**src/rtl/node_mem_arbiter_if.sv**
```systemverilog
// Bus bundle between the three node-side requesters, the arbiter and the
// shared word memory. The arbiter sits on the slave side. The master side
// drives the requests and returns memory read data.
interface node_mem_arbiter_if #(
  parameter int WORD_WIDTH = 16,
  parameter int ADDR_WIDTH = 11
);

  // Requester side. Requester i is packed at [i*WIDTH +: WIDTH].
  logic [2:0]              req;
  logic [2:0]              req_wr_en;
  logic [3*ADDR_WIDTH-1:0] req_addr;
  logic [3*WORD_WIDTH-1:0] req_wdata;
  logic [2:0]              gnt;
  logic [WORD_WIDTH-1:0]   rdata;

  // Shared memory side.
  logic [ADDR_WIDTH-1:0]   mem_addr;
  logic                    mem_wr_en;
  logic [WORD_WIDTH-1:0]   mem_wdata;
  logic [WORD_WIDTH-1:0]   mem_rdata;

  // Status.
  logic                    busy;
  logic                    timeout_err;
  logic [1:0]              err_id;
  logic                    misalign_err;

  modport slave (
    input  req, req_wr_en, req_addr, req_wdata, mem_rdata,
    output gnt, rdata, mem_addr, mem_wr_en, mem_wdata,
           busy, timeout_err, err_id, misalign_err
  );

  modport master (
    output req, req_wr_en, req_addr, req_wdata, mem_rdata,
    input  gnt, rdata, mem_addr, mem_wr_en, mem_wdata,
           busy, timeout_err, err_id, misalign_err
  );

endinterface

```
**src/rtl/node_mem_arbiter.sv**
```systemverilog
// Three-way round-robin arbiter for a single-port node memory.
// Requesters: 0 = neighbor selection, 1 = Q update, 2 = packet handler.
// The arbiter registers a one-hot grant and then mirrors the owner onto the
// memory bus. When the owner lets go, it inserts one write-free turnaround
// cycle. A watchdog forces off any owner that holds the bus too long, and
// that requester stays ineligible until it drops its request once.
module node_mem_arbiter #(
  parameter int WORD_WIDTH = 16,
  parameter int ADDR_WIDTH = 11,
  parameter int TIMEOUT    = 255
) (
  input  logic                 clock,
  input  logic                 nrst,
  node_mem_arbiter_if.slave    bus
);

  typedef enum logic [1:0] {
    S_IDLE    = 2'd0,
    S_GRANT   = 2'd1,
    S_RELEASE = 2'd2
  } state_t;

  // The watchdog is 8 bits wide, so the limit is taken modulo 256.
  localparam logic [7:0] TIMEOUT_CNT = 8'(TIMEOUT);

  // Round-robin successor: 0 -> 1 -> 2 -> 0.
  function automatic logic [1:0] next_idx(input logic [1:0] i);
    return (i == 2'd2) ? 2'd0 : i + 2'd1;
  endfunction

  state_t     state_q,       state_d;
  logic [2:0] gnt_q,         gnt_d;
  logic [1:0] owner_q,       owner_d;        // index of the granted requester
  logic [1:0] rr_ptr_q,      rr_ptr_d;       // first index considered next time
  logic [7:0] wdog_q,        wdog_d;         // completed cycles in S_GRANT
  logic       timeout_err_q, timeout_err_d;
  logic [1:0] err_id_q,      err_id_d;
  logic [2:0] blocked_q,     blocked_d;      // forced-off requesters

  logic [2:0]            eligible;
  logic                  win_valid;
  logic [1:0]            win_idx;
  logic                  own_req;
  logic                  own_wr_en;
  logic [ADDR_WIDTH-1:0] own_addr;
  logic [WORD_WIDTH-1:0] own_wdata;

  // A forced-off requester can win again only after it drops its request.
  assign eligible = bus.req & ~blocked_q;

  // Round-robin pick: take the first eligible index at or after rr_ptr.
  always_comb begin
    // NOTE: every output of a combinational block gets a default before any
    // branch; a path that leaves one unassigned would infer a latch.
    logic [1:0] cand;
    win_valid = 1'b0;
    win_idx   = 2'd0;
    cand      = rr_ptr_q;
    for (int k = 0; k < 3; k++) begin
      if (!win_valid && eligible[cand]) begin
        win_valid = 1'b1;
        win_idx   = cand;
      end
      cand = next_idx(cand);
    end
  end

  // Select the current owner's request fields from the packed buses.
  always_comb begin
    own_req   = 1'b0;
    own_wr_en = 1'b0;
    own_addr  = '0;
    own_wdata = '0;
    case (owner_q)
      2'd0: begin
        own_req   = bus.req[0];
        own_wr_en = bus.req_wr_en[0];
        own_addr  = bus.req_addr[0*ADDR_WIDTH +: ADDR_WIDTH];
        own_wdata = bus.req_wdata[0*WORD_WIDTH +: WORD_WIDTH];
      end
      2'd1: begin
        own_req   = bus.req[1];
        own_wr_en = bus.req_wr_en[1];
        own_addr  = bus.req_addr[1*ADDR_WIDTH +: ADDR_WIDTH];
        own_wdata = bus.req_wdata[1*WORD_WIDTH +: WORD_WIDTH];
      end
      2'd2: begin
        own_req   = bus.req[2];
        own_wr_en = bus.req_wr_en[2];
        own_addr  = bus.req_addr[2*ADDR_WIDTH +: ADDR_WIDTH];
        own_wdata = bus.req_wdata[2*WORD_WIDTH +: WORD_WIDTH];
      end
      default: ;
    endcase
  end

  // Next-state logic: grant, release, watchdog and ineligibility tracking.
  always_comb begin
    state_d       = state_q;
    gnt_d         = gnt_q;
    owner_d       = owner_q;
    rr_ptr_d      = rr_ptr_q;
    wdog_d        = wdog_q;
    timeout_err_d = 1'b0;
    err_id_d      = err_id_q;
    blocked_d     = blocked_q & bus.req;   // a low sample lifts the block

    case (state_q)
      S_IDLE: begin
        if (win_valid) begin
          state_d  = S_GRANT;
          gnt_d    = 3'b001 << win_idx;
          owner_d  = win_idx;
          rr_ptr_d = next_idx(win_idx);
          wdog_d   = 8'd0;
        end
      end
      S_GRANT: begin
        if (!own_req) begin
          state_d = S_RELEASE;
          gnt_d   = 3'b000;
        end else if (wdog_q + 8'd1 == TIMEOUT_CNT) begin
          state_d            = S_RELEASE;
          gnt_d              = 3'b000;
          timeout_err_d      = 1'b1;
          err_id_d           = owner_q;
          blocked_d[owner_q] = 1'b1;
        end else begin
          wdog_d = wdog_q + 8'd1;
        end
      end
      S_RELEASE: begin
        state_d = S_IDLE;
      end
      default: begin
        state_d = S_IDLE;
        gnt_d   = 3'b000;
      end
    endcase
  end

  // State register with synchronous active-low reset.
  always_ff @(posedge clock) begin
    // NOTE: registers update with non-blocking assignments so every flop
    // samples the pre-edge values, independent of statement order.
    if (!nrst) begin
      state_q       <= S_IDLE;
      gnt_q         <= 3'b000;
      owner_q       <= 2'd0;
      rr_ptr_q      <= 2'd0;
      wdog_q        <= 8'd0;
      timeout_err_q <= 1'b0;
      err_id_q      <= 2'd0;
      blocked_q     <= 3'b000;
    end else begin
      state_q       <= state_d;
      gnt_q         <= gnt_d;
      owner_q       <= owner_d;
      rr_ptr_q      <= rr_ptr_d;
      wdog_q        <= wdog_d;
      timeout_err_q <= timeout_err_d;
      err_id_q      <= err_id_d;
      blocked_q     <= blocked_d;
    end
  end

  // Memory bus mirrors the owner only in S_GRANT. Addresses are word-aligned.
  always_comb begin
    bus.mem_addr     = '0;
    bus.mem_wr_en    = 1'b0;
    bus.mem_wdata    = '0;
    bus.misalign_err = 1'b0;
    if (state_q == S_GRANT) begin
      bus.mem_addr     = {own_addr[ADDR_WIDTH-1:1], 1'b0};
      bus.mem_wr_en    = own_wr_en;
      bus.mem_wdata    = own_wdata;
      bus.misalign_err = own_addr[0];
    end
  end

  assign bus.gnt         = gnt_q;
  assign bus.rdata       = bus.mem_rdata;
  assign bus.busy        = (state_q != S_IDLE);
  assign bus.timeout_err = timeout_err_q;
  assign bus.err_id      = err_id_q;

endmodule

```
**src/flat_wrapper.sv**
```systemverilog
// flat-port wrapper written by rule: the top's interface ports become plain ports
module node_mem_arbiter_flat 
#(
  parameter int WORD_WIDTH = 16,
  parameter int ADDR_WIDTH = 11,
  parameter int TIMEOUT    = 255
)
  (clock, nrst, bus_req, bus_req_wr_en, bus_req_addr, bus_req_wdata, bus_mem_rdata, bus_gnt, bus_rdata, bus_mem_addr, bus_mem_wr_en, bus_mem_wdata, bus_busy, bus_timeout_err, bus_err_id, bus_misalign_err);
  node_mem_arbiter_if #(.WORD_WIDTH(WORD_WIDTH), .ADDR_WIDTH(ADDR_WIDTH)) bus_i ();
  input  logic clock;
  input  logic nrst;
  input wire logic [$bits(bus_i.req)-1:0] bus_req;
  input wire logic [$bits(bus_i.req_wr_en)-1:0] bus_req_wr_en;
  input wire logic [$bits(bus_i.req_addr)-1:0] bus_req_addr;
  input wire logic [$bits(bus_i.req_wdata)-1:0] bus_req_wdata;
  input wire logic [$bits(bus_i.mem_rdata)-1:0] bus_mem_rdata;
  output wire logic [$bits(bus_i.gnt)-1:0] bus_gnt;
  output wire logic [$bits(bus_i.rdata)-1:0] bus_rdata;
  output wire logic [$bits(bus_i.mem_addr)-1:0] bus_mem_addr;
  output wire logic [$bits(bus_i.mem_wr_en)-1:0] bus_mem_wr_en;
  output wire logic [$bits(bus_i.mem_wdata)-1:0] bus_mem_wdata;
  output wire logic [$bits(bus_i.busy)-1:0] bus_busy;
  output wire logic [$bits(bus_i.timeout_err)-1:0] bus_timeout_err;
  output wire logic [$bits(bus_i.err_id)-1:0] bus_err_id;
  output wire logic [$bits(bus_i.misalign_err)-1:0] bus_misalign_err;
  assign bus_i.req = bus_req;
  assign bus_i.req_wr_en = bus_req_wr_en;
  assign bus_i.req_addr = bus_req_addr;
  assign bus_i.req_wdata = bus_req_wdata;
  assign bus_i.mem_rdata = bus_mem_rdata;
  assign bus_gnt = bus_i.gnt;
  assign bus_rdata = bus_i.rdata;
  assign bus_mem_addr = bus_i.mem_addr;
  assign bus_mem_wr_en = bus_i.mem_wr_en;
  assign bus_mem_wdata = bus_i.mem_wdata;
  assign bus_busy = bus_i.busy;
  assign bus_timeout_err = bus_i.timeout_err;
  assign bus_err_id = bus_i.err_id;
  assign bus_misalign_err = bus_i.misalign_err;
  node_mem_arbiter #(.WORD_WIDTH(WORD_WIDTH), .ADDR_WIDTH(ADDR_WIDTH), .TIMEOUT(TIMEOUT)) u_core (.clock(clock), .nrst(nrst), .bus(bus_i));
endmodule
```
**config.mk**
```make
export PLATFORM = sky130hd
export DESIGN_NAME = node_mem_arbiter_flat
export DESIGN_NICKNAME = d
export VERILOG_FILES = /design/src/rtl/node_mem_arbiter_if.sv /design/src/rtl/node_mem_arbiter.sv /design/src/flat_wrapper.sv
export SDC_FILE = /design/constraint.sdc
export NUM_CORES = 1
export LEC_CHECK = 0
export ABC_CLOCK_PERIOD_IN_PS = 2330
export CORE_UTILIZATION = 34
export CTS_CLUSTER_DIAMETER = 30
export DETAILED_ROUTE_END_ITERATION = 8
export PLACE_DENSITY = 0.83
export SYNTH_ARGS = -nofsm -noshare
export SYNTH_HDL_FRONTEND = slang
export SYNTH_SLANG_ARGS = --single-unit
export TNS_END_PERCENT = 100
```
**constraint.sdc**
```tcl
create_clock -name clock -period 2.33 [get_ports clock]
set_input_delay 0.466 -clock clock [delete_from_list [all_inputs] [get_ports clock]]
set_output_delay 0.466 -clock clock [all_outputs]
set_load 0.02 [all_outputs]
```
run_1/gate_families.png
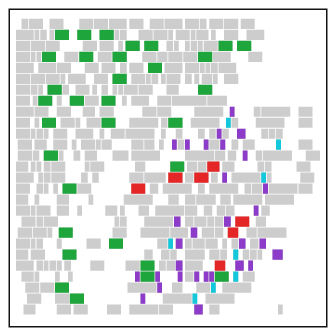
Key: red = AND-OR and OR-AND gates [cells 7]; cyan = inverters [cells 8]; purple = NAND gates [cells 30]; green = multiplexers [cells 32]
Top cell excl fill/tap: clkdlybuf4s50_1
combinational fraction of the cell area: 0.3861
final std cells w/o fill: 462

run_1/final_congestion.png
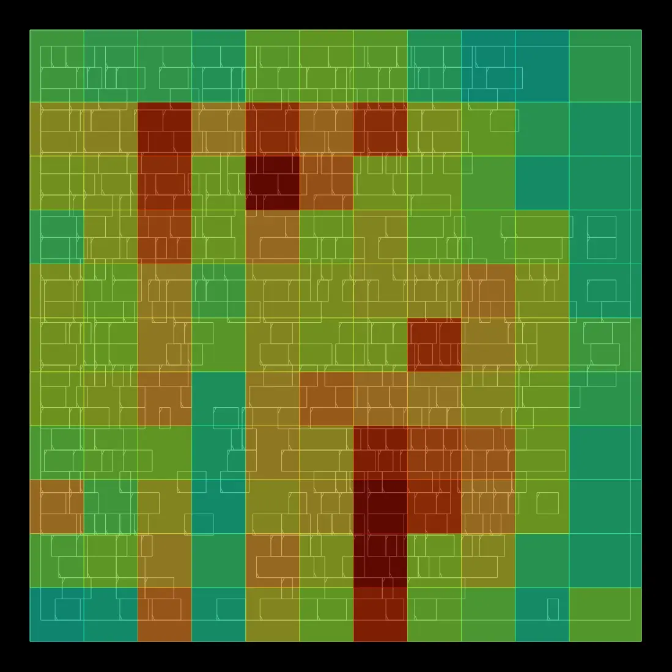
Finished Core Util: 0.5989
met2 Resource Use GR: 0.3904
drt wl/cell: 14.84 um
grt met1 use: 0.2551
busiest metal layer after global routing: met2

==> results.txt, run 1 <==
run results: sequential share of power=0.315, # diodes=0, biggest area cells=dfxtp_1 23%, mux2i_1 16%, nor2_1 11%, Setup crit start=bus_req_wdata[7], Non-clk bufs=138, flip-flops with a built-in enable=0, adder share=0.01267, DRT Wirelength=6855 um, Multiplexer share=0.1621, initial antenna violation count=0, largest delay contributor family on the critical path=buffers and inverters, die x size=78.23 um, asr flop ratio synth=0, GR Overflow Total=0, dominant class by area=non-clock buffers, number of well taps=72, Routability Congestion=approximately 0.90, Latency at later pin=270 ps, number of global-route vias before repair=~2200, Setup TNS=0 ps, Comb power=between 600 and 700 uW, run status=completed, Final Slew Violations=0, crit path buf inv count=2, inverters=8, switching part of the total=0.3591, IO Count=about 160, total track usage=0.2205, critical register-to-register path startpoint=u_core.wdog_q[1], buffer share of cell area=0.4238, Final Hold Viols=0, Die Y-Extent=78.23 um, YS warnings=0, area grow syn2layout=67.95%, yosys cell count=282, via count=roughly 2400, CP most frequent cell=nor2_1, sequential share of cell area=0.1399, CP Class=primary input to primary output, Simple Share, Synth=0.2476, Hold WS=478.9 ps, Fill cells=518, Leak Pwr=0.001518 uW, Dominant combinational family=simple AND/OR/NAND/NOR gates, clock network share of area=0.01395, Worst R2R Setup Slack=410 ps, #FFs+latches synth=23, stage-log warning count=27, dpl ws=-95.28 ps, CP Max Fanout=1, Clock Skews=2.467 ps, CTS H-Tree Depth=1, Top cells excl fill/tap=95 x clkdlybuf4s50_1, 59 x nor2_1, 40 x a21oi_1, 32 x mux2i_1, 22 x dfxtp_1, hold buffer count at cts=0, IO buf count=123, Max VDD drop=248.8 uV, remaining antenna violation count=0, Post-CTS Setup Bufs=0, M3 GR Usage=0.04302, main flop type=dfxtp_1, Sequential Power=426 uW, synthesized net count=389, CP Capture Type=primary output, post_cts resized=15, Worst Path Arrival=about 1700 ps, largest power group=combinational logic, Worst-Margin Slew=573.1 ps, die area=6120 sq um, multi-input gates=217, Final min period=2204 ps, combinational power share=0.491, Post-synth top cells=59 x nor2_1, 40 x a21oi_1, 32 x mux2i_1, internal power=867.2 uW, Worst Hold Path EP=u_core.bus.err_id[0], synthesized instance count=282, Register Area=464.2 sq um, cts bufs inserted=3, worst reg-to-reg path cell count=6, Clock Path Buffers=2, Cell Area, Placed=3244 sq um, core area=5540 sq um, flop count=23, first-pass GRT wire length=10650 um, wl on met1=2745 um, PnR worst setup slack=125.9 ps, fp util=0.3566, largest reg by FF count=u_core.wdog_q, DP Wirelength=roughly 5300 um
run_1/met3.png
Bar = 20 um.
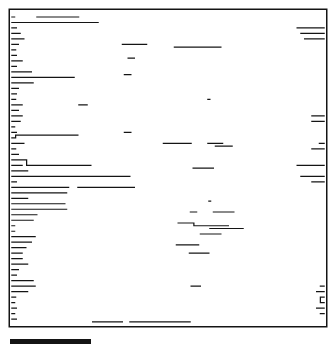
The wires run mostly horizontal. The layer holds 6.7% of the routed length.

run_1/met2.png
Cells faint in the background.
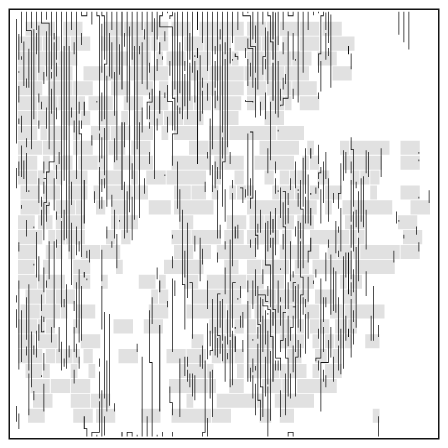

==> run 2: changes to the inputs <==
--- a/constraint.sdc
+++ b/constraint.sdc
@@ -3,2 +3,2 @@
 set_output_delay 0.466 -clock clock [all_outputs]
-set_load 0.02 [all_outputs]
+set_load 0.01 [all_outputs]
run_2/met2.png
Cells faint in the background.
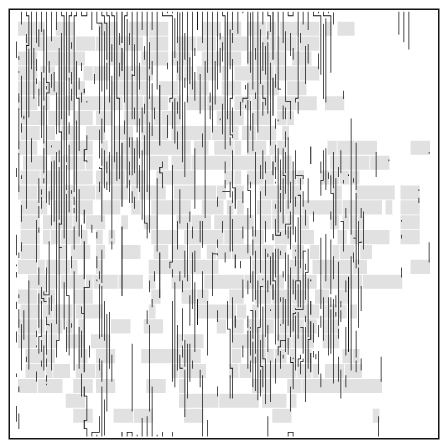
The wires run mostly vertical. The longest straight run is 40.6 um. The layer carries 3560 um of wire. 421 nets have wire on it. The layer holds 51% of the routed length.

run_2/gate_families.png
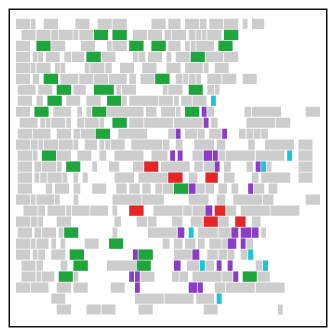
Key: green = multiplexers [cells 32]; cyan = inverters [cells 8]; purple = NAND gates [cells 30]; red = AND-OR and OR-AND gates [cells 7]

run_2/final_congestion.png
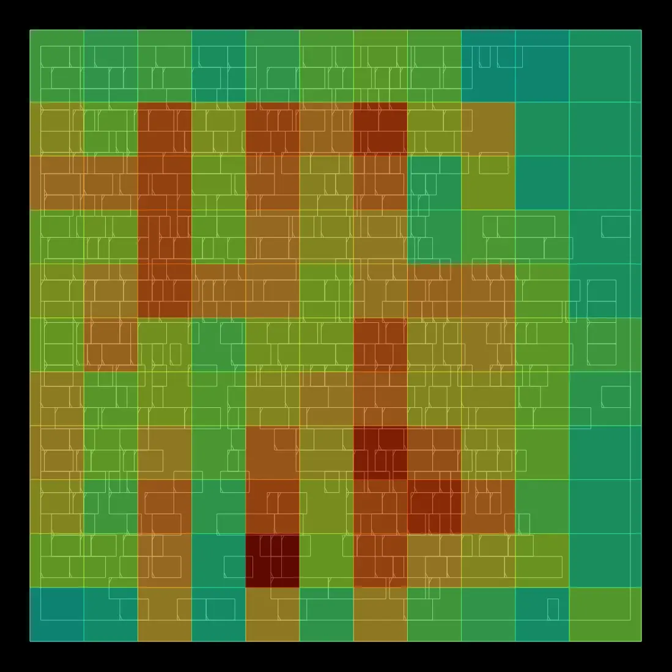
drt wl/cell: 14.89 um
total track usage: 0.2184

==> run 2 against run 1 <==
Effect of this change: critical endpoint is now bus_misalign_err; synthesized area unchanged; setup slack got worse by 59 ps; maximum frequency decreased by 2.6%; sequential share of layout area shrank 0.25 points; power decreased by 1.8%; core utilization is 0.77 points higher; first-iteration DRC count grew 21%; flip-flop count did not move; cell count increased by 0.43%.
==> results.txt, run 2 <==
run results: IO buf count=123 (unchanged), Pre-Repair DR Iteration Count=4, Cell Area, Placed=3244 sq um (unchanged), Final Slew Violations=0 (unchanged), HP Class=flop to flop, Worst Hold Path EP=u_core.bus.err_id[0], run status=completed, Simple Share, Synth=0.2476 (unchanged), dpl ws=-31.93 ps (+63.35 ps), largest delay contributor family on the critical path=buffers and inverters, Syn Area/Cell=approximately 7.0 sq um, CP Max Fanout=16 (+15), Finished Core Util=0.6066 (+0.007678), post_cts resized=9 (-6), Fill cells=490 (-5.4%), Max VDD drop=315.5 uV (+27%), proportion of layout cells with a drive suffix above 1=0.06633, fin crit share=0.9713, CP Capture Type=primary output, adder share=0.01267 (unchanged), cts bufs inserted=3 (unchanged), Hold WS=479.7 ps (+0.8630 ps), core area=5540 sq um (unchanged), Post-synth top cells=59 x nor2_1, 40 x a21oi_1, 32 x mux2i_1, Clock Path Buffers=2 (unchanged), multi-input gates=217 (unchanged), buffer share of cell area=0.4293 (+0.005430), main flop type=dfxtp_1, inverters=8 (unchanged), max cap viols=0, asr flop ratio synth=0 (unchanged), initial antenna violation count=0 (unchanged), clk sink count=23, fp util=0.3566 (unchanged), Final min period=2263 ps (+58.99 ps), Max transition margin=0.6287, WL met3=between 300 and 400 um, wl on met1=2857 um (+4.1%), Multiplexer share=0.1621 (unchanged), Worst-Margin Slew=553.6 ps (-19.52 ps), combinational fraction of the cell area=0.3838 (-0.002281), number of well taps=72 (unchanged), number of global-route vias before repair=2330 (+4.0%), met2 Resource Use GR=0.3956 (+0.005263), Top cell excl fill/tap=clkdlybuf4s50_1, hold buffer count at cts=0 (unchanged), die area=6120 sq um (unchanged), Final Hold Viols=0 (unchanged), M3 GR Usage=0.03140 (-0.01163), Non-clk bufs=140 (+1.4%), Routability Congestion=0.8443 (-6.2%), internal power=885.8 uW (+2.2%), CP Class=flop to primary output, Leak Pwr=0.001500 uW (-1.2%), remaining antenna violation count=0 (unchanged), #FFs+latches synth=23 (unchanged), Post-CTS Setup Bufs=0 (unchanged), busiest metal layer after global routing=met2, Max Clock Freq=~0.44 GHz, biggest area cells=dfxtp_1 23%, mux2i_1 16%, nor2_1 11%, yosys cell count=282 (unchanged), final std cells w/o fill=464 (+0.43%), Setup crit start=u_core.owner_q[1], Sequential Power=425 uW (about the same), grt met1 use=0.2674 (+0.01227), first-pass GRT wire length=10870 um (+2.1%), largest reg by FF count=u_core.wdog_q, Dominant combinational family=simple AND/OR/NAND/NOR gates, IO Count=157 (unchanged), CP most frequent cell=buf_12, PnR worst setup slack=66.95 ps (-58.99 ps), sequential share of cell area=0.1374 (-0.002515), Worst Hold Launch=u_core.bus.err_id[0], stage-log warning count=28 (+3.7%), top sig layer=met4, # diodes=0 (unchanged), Top cell area share=0.2331, clock network share of area=0.01378 (-0.0001766), CP Cell Sequence=buf_12 > nor2b_4 > buf_12 > a21oi_1 > nor2_1 > clkdlybuf4s50_1, combinational power share=0.487 (-0.004), Die Y-Extent=78.23 um (unchanged), via count=2414 (+1.6%), crit path buf inv count=3 (+1), GR Overflow Total=0 (unchanged), Worst R2R Setup Slack=380 ps (-30 ps), YS warnings=0 (unchanged), hold depth=2, synthesized net count=389 (unchanged), CTS H-Tree Depth=1 (unchanged), Setup TNS=0 ps (unchanged), switching part of the total=0.3336 (-0.02550), Register Area=461.7 sq um (-0.54%), Latency at later pin=270 ps (about the same), flip-flops with a built-in enable=0 (unchanged), synthesized instance count=282 (unchanged), Comb power=647 uW (-3%), dominant class by area=non-clock buffers, largest power group=combinational logic, DP Wirelength=5284 um (about the same), area grow syn2layout=70.11%, Worst Path Arrival=1800 ps (+60 ps), critical register-to-register path startpoint=u_core.owner_q[1], flop count=23 (unchanged), Top cells excl fill/tap=101 x clkdlybuf4s50_1, 59 x nor2_1, 40 x a21oi_1, 31 x mux2i_1, 22 x dfxtp_1, Clock Skews=1.721 ps (-0.7465 ps), DRT Wirelength=6910 um (+0.80%), worst reg-to-reg path cell count=8 (+2), sequential share of power=0.319 (+0.004), die x size=78.23 um (unchanged)
Power figures rest on the tool's default switching activity, not on a simulated workload.
